Run 1, congestion heat map:
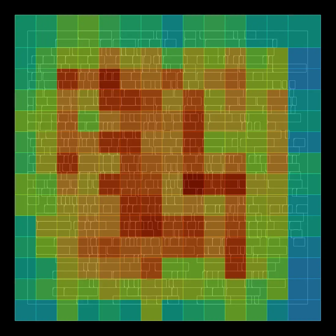
Run 1, wiring by layer:
Bar = 20 um. Only two layers are drawn.
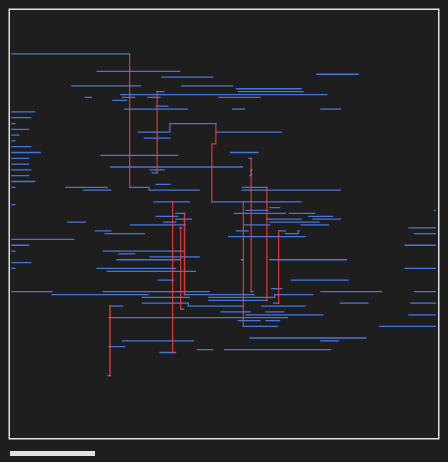
Run 1, cell classes on the final placement:
Bar = 20 um.
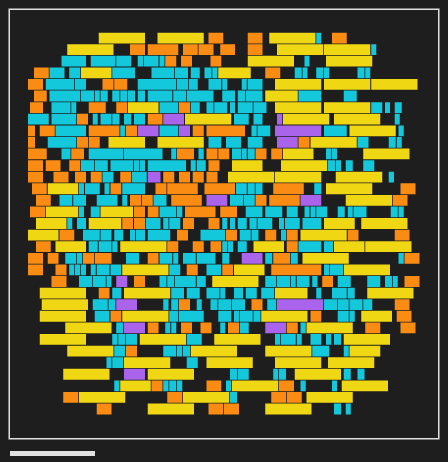
$ cat config.mk
export PLATFORM = sky130hd
export DESIGN_NAME = program_counter
export DESIGN_NICKNAME = d
export VERILOG_FILES = /design/src/rtl/program_counter.sv
export SDC_FILE = /design/constraint.sdc
export NUM_CORES = 1
export LEC_CHECK = 0
export CAP_MARGIN = 5
export CORE_MARGIN = 4
export CORE_UTILIZATION = 50
export CTS_CLUSTER_SIZE = 20
export DETAILED_ROUTE_END_ITERATION = 10
export PLACE_DENSITY_LB_ADDON = 0.15
export SLEW_MARGIN = 30
export SYNTH_ARGS = -nofsm -noshare
export SYNTH_HDL_FRONTEND = slang
export SYNTH_SLANG_ARGS = --single-unit
$ cat constraint.sdc
create_clock -name clk -period 2.13 [get_ports clk]
set_input_delay 0.639 -clock clk [delete_from_list [all_inputs] [get_ports clk]]
set_output_delay 0.639 -clock clk [all_outputs]
set_load 0.005 [all_outputs]
$ cat src/rtl/program_counter.sv
// Program counter with conditional jump/call and a small hardware return-address stack.
// Every output is a register that updates only on clk_en edges; rst takes precedence over everything.
module program_counter #(
    parameter int ADDR_WIDTH  = 16,
    parameter int STACK_DEPTH = 4,
    parameter int DEPTH_WIDTH = 3
) (
    input  logic                   clk,
    input  logic                   rst,
    input  logic                   clk_en,
    input  logic                   i_inc,
    input  logic                   i_jump,
    input  logic                   i_call,
    input  logic                   i_ret,
    input  logic [2:0]             i_cond,
    input  logic [ADDR_WIDTH-1:0]  i_target,
    input  logic                   i_zero,
    input  logic                   i_carry,
    input  logic                   i_odd,
    output logic [ADDR_WIDTH-1:0]  o_pc,
    output logic                   o_taken,
    output logic [DEPTH_WIDTH-1:0] o_depth,
    output logic                   o_overflow,
    output logic                   o_underflow
);

    logic [ADDR_WIDTH-1:0]  r_pc;
    logic                   r_taken;
    logic [DEPTH_WIDTH-1:0] r_depth;
    logic                   r_overflow;
    logic                   r_underflow;
    logic [ADDR_WIDTH-1:0]  r_stack [STACK_DEPTH];

    logic                   w_cond_true;
    logic [ADDR_WIDTH-1:0]  w_pc_inc;
    logic [ADDR_WIDTH-1:0]  w_top;
    logic                   w_push;
    logic [ADDR_WIDTH-1:0]  w_pc_next;
    logic                   w_taken_next;
    logic [DEPTH_WIDTH-1:0] w_depth_next;
    logic                   w_overflow_next;
    logic                   w_underflow_next;

    assign w_pc_inc = r_pc + {{(ADDR_WIDTH-1){1'b0}}, i_inc};

    // Condition decode from the flag values present at this edge
    always_comb begin
        w_cond_true = 1'b0;
        case (i_cond)
            3'd0:    w_cond_true = 1'b1;
            3'd1:    w_cond_true = i_zero;
            3'd2:    w_cond_true = ~i_zero;
            3'd3:    w_cond_true = i_carry;
            3'd4:    w_cond_true = ~i_carry;
            3'd5:    w_cond_true = i_odd;
            3'd6:    w_cond_true = ~i_odd;
            3'd7:    w_cond_true = 1'b0;
            default: w_cond_true = 1'b0;
        endcase
    end

    // Top-of-stack read: the entry just below the current depth
    always_comb begin
        w_top = {ADDR_WIDTH{1'b0}};
        for (int i = 0; i < STACK_DEPTH; i++) begin
            if (r_depth == DEPTH_WIDTH'(i + 1)) begin
                w_top = r_stack[i];
            end else begin
                w_top = w_top;
            end
        end
    end

    // Next-state decision; RET outranks CALL, which outranks JUMP
    always_comb begin
        w_pc_next        = w_pc_inc;
        w_taken_next     = 1'b0;
        w_depth_next     = r_depth;
        w_overflow_next  = r_overflow;
        w_underflow_next = r_underflow;
        w_push           = 1'b0;
        if (i_ret) begin
            if (r_depth != {DEPTH_WIDTH{1'b0}}) begin
                w_pc_next    = w_top;
                w_depth_next = r_depth - {{(DEPTH_WIDTH-1){1'b0}}, 1'b1};
                w_taken_next = 1'b1;
            end else begin
                w_underflow_next = 1'b1;
            end
        end else if (i_call) begin
            if (w_cond_true && (r_depth < DEPTH_WIDTH'(STACK_DEPTH))) begin
                w_push       = 1'b1;
                w_pc_next    = i_target;
                w_depth_next = r_depth + {{(DEPTH_WIDTH-1){1'b0}}, 1'b1};
                w_taken_next = 1'b1;
            end else if (w_cond_true) begin
                w_overflow_next = 1'b1;
            end else begin
                w_push = 1'b0;
            end
        end else if (i_jump) begin
            if (w_cond_true) begin
                w_pc_next    = i_target;
                w_taken_next = 1'b1;
            end else begin
                w_taken_next = 1'b0;
            end
        end else begin
            w_taken_next = 1'b0;
        end
    end

    // Architectural state registers
    always_ff @(posedge clk) begin
        if (rst) begin
            r_pc        <= {ADDR_WIDTH{1'b0}};
            r_taken     <= 1'b0;
            r_depth     <= {DEPTH_WIDTH{1'b0}};
            r_overflow  <= 1'b0;
            r_underflow <= 1'b0;
        end else if (clk_en) begin
            r_pc        <= w_pc_next;
            r_taken     <= w_taken_next;
            r_depth     <= w_depth_next;
            r_overflow  <= w_overflow_next;
            r_underflow <= w_underflow_next;
        end else begin
            r_pc        <= r_pc;
            r_taken     <= r_taken;
            r_depth     <= r_depth;
            r_overflow  <= r_overflow;
            r_underflow <= r_underflow;
        end
    end

    // Return-address storage; a push writes the slot at the current depth
    always_ff @(posedge clk) begin
        for (int i = 0; i < STACK_DEPTH; i++) begin
            if (!rst && clk_en && w_push && (r_depth == DEPTH_WIDTH'(i))) begin
                r_stack[i] <= r_pc;
            end else begin
                r_stack[i] <= r_stack[i];
            end
        end
    end

    assign o_pc        = r_pc;
    assign o_taken     = r_taken;
    assign o_depth     = r_depth;
    assign o_overflow  = r_overflow;
    assign o_underflow = r_underflow;

endmodule

==> impl_metrics.env, run 1 <==
# implementation run metrics
export IMPL_final_layout_size_suffix_gt1_share_pct=29.63
export IMPL_pg_seq_mw=1.92
export IMPL_nFillCells=569
export IMPL_r2r_cells=8
export IMPL_synthToLayoutAreaGrowth_pct=40.96
export IMPL_final_cells=618
export IMPL_die_height_um=100.4
export IMPL_n_multi_input_combinational_cell=270
export IMPL_sequential_cell_area_fraction_in_the_yosys_report_pct=55.32
export IMPL_cp_data_required_time_ns=2.26
export IMPL_grt_busiest_layer="met2"
export IMPL_place_detailed_instances=594
export IMPL_largestPowerGroup="sequential cells"
export IMPL_outcome="finished clean"
export IMPL_maxClockFrequency_mhz=473.7
export IMPL_dp_slack_ns=-0.7431
export IMPL_post_cts_buffers=5
export IMPL_ys_warnings_count=0
export IMPL_detail_route_first_pass_iterations=5
export IMPL_yosys_cell_count_top_type="sky130_fd_sc_hd__edfxtp_1"
Notes on 'congestion heat map' above:
detailed-route wire length per cell: 21.23 um
met3 usage in global routing: 7.158%
final design utilization: 72.89%
M1 GR Usage: 35.90%

Notes on 'wiring by layer' above:
Key: red = metal 4 [wire length 263 um]; blue = metal 3 [wire length 1170 um]
vias after detailed routing: 3753
global-route usage over all layers: 26.53%
final WL: 13120 um

Notes on 'cell classes on the final placement' above:
Key: orange = other buffers and delay cells [cells 130]; yellow = flops [cells 86]; purple = clock drivers and dummy loads [cells 16]; cyan = combinational and other logic [cells 281]
area of all placed cells without fillers: 0.006020 sq mm
area of the placeable core: 0.008258 sq mm
FP Rows: 33

==> run 1 -> run 2 <==
Settings changed: MAX_ROUTING_LAYER set to met4.
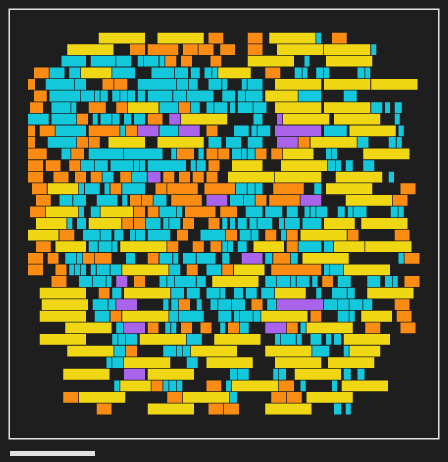
Run 2: cell classes on the final placement
Bar = 20 um.
Key: cyan = combinational and other logic [cells 281]; purple = clock drivers and dummy loads [cells 16]; orange = other buffers and delay cells [cells 129]; yellow = flops [cells 86]
final design utilization: 72.48%
area of all placed cells without fillers: 0.005986 sq mm
flop share of the area: 39.63%

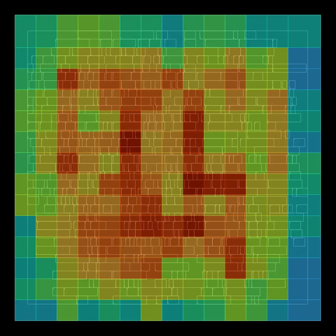
Run 2: congestion heat map
M1 GR Usage: 35.85%
met2 routing resource usage after global routing: 42.15%
met3 usage in global routing: 6.115%
global-route usage over all layers: 27.17%

==> run 2 against run 1 <==
Effect of this change: synthesized cell count unchanged; fmax about the same; sequential share of layout area up 0.20 points; critical path depth unchanged; wire length down 1.1%; hold slack worse by 0.0012 ns; power down 0.34%; core utilization down 0.41 points; register-to-register slack about the same; combinational power down 1%.
==> impl_metrics.env, run 2 <==
# implementation run metrics
export IMPL_placementRows=33
export IMPL_finalClockSkew_ns=0.009217
export IMPL_post_cts_buffers=5
export IMPL_sequential_cell_area_fraction_in_the_yosys_report_pct=55.32
export IMPL_yosys_cell_count_top_type="sky130_fd_sc_hd__edfxtp_1"
export IMPL_maxClockFrequency_mhz=473.2
export IMPL_comb_area_share_pct=33.34
export IMPL_n_multi_input_combinational_cell=270
export IMPL_final_cells=617
export IMPL_pg_seq_mw=1.92
export IMPL_core_area_sq_mm=0.008258
export IMPL_synth_top_area_share_pct=45.00
export IMPL_wl_per_cell_um=21.04
export IMPL_detail_route_first_pass_iterations=6
export IMPL_die_height_um=100.4
export IMPL_largestPowerGroup="sequential cells"
export IMPL_outcome="finished clean"
export IMPL_nFillCells=574
export IMPL_largest_net_degree_at_the_start_of_global_routing=24
export IMPL_synthToLayoutAreaGrowth_pct=40.17
export IMPL_final_layout_size_suffix_gt1_share_pct=28.91
export IMPL_clkLatencyLatePin_ns=0.36
export IMPL_vias=3734
export IMPL_grt_busiest_layer="met2"
export IMPL_finalWirelength_um=12980
export IMPL_post_synth_most_frequent_cells="64 x sky130_fd_sc_hd__edfxtp_1, 53 x sky130_fd_sc_hd__nand2_1, 25 x sky130_fd_sc_hd__nor2_1, 22 x sky130_fd_sc_hd__dfxtp_1, 22 x sky130_fd_sc_hd__o21ai_0"
export IMPL_cp_data_required_time_ns=2.25
export IMPL_r2r_cells=10
Power is estimated from default activity; no workload was simulated.
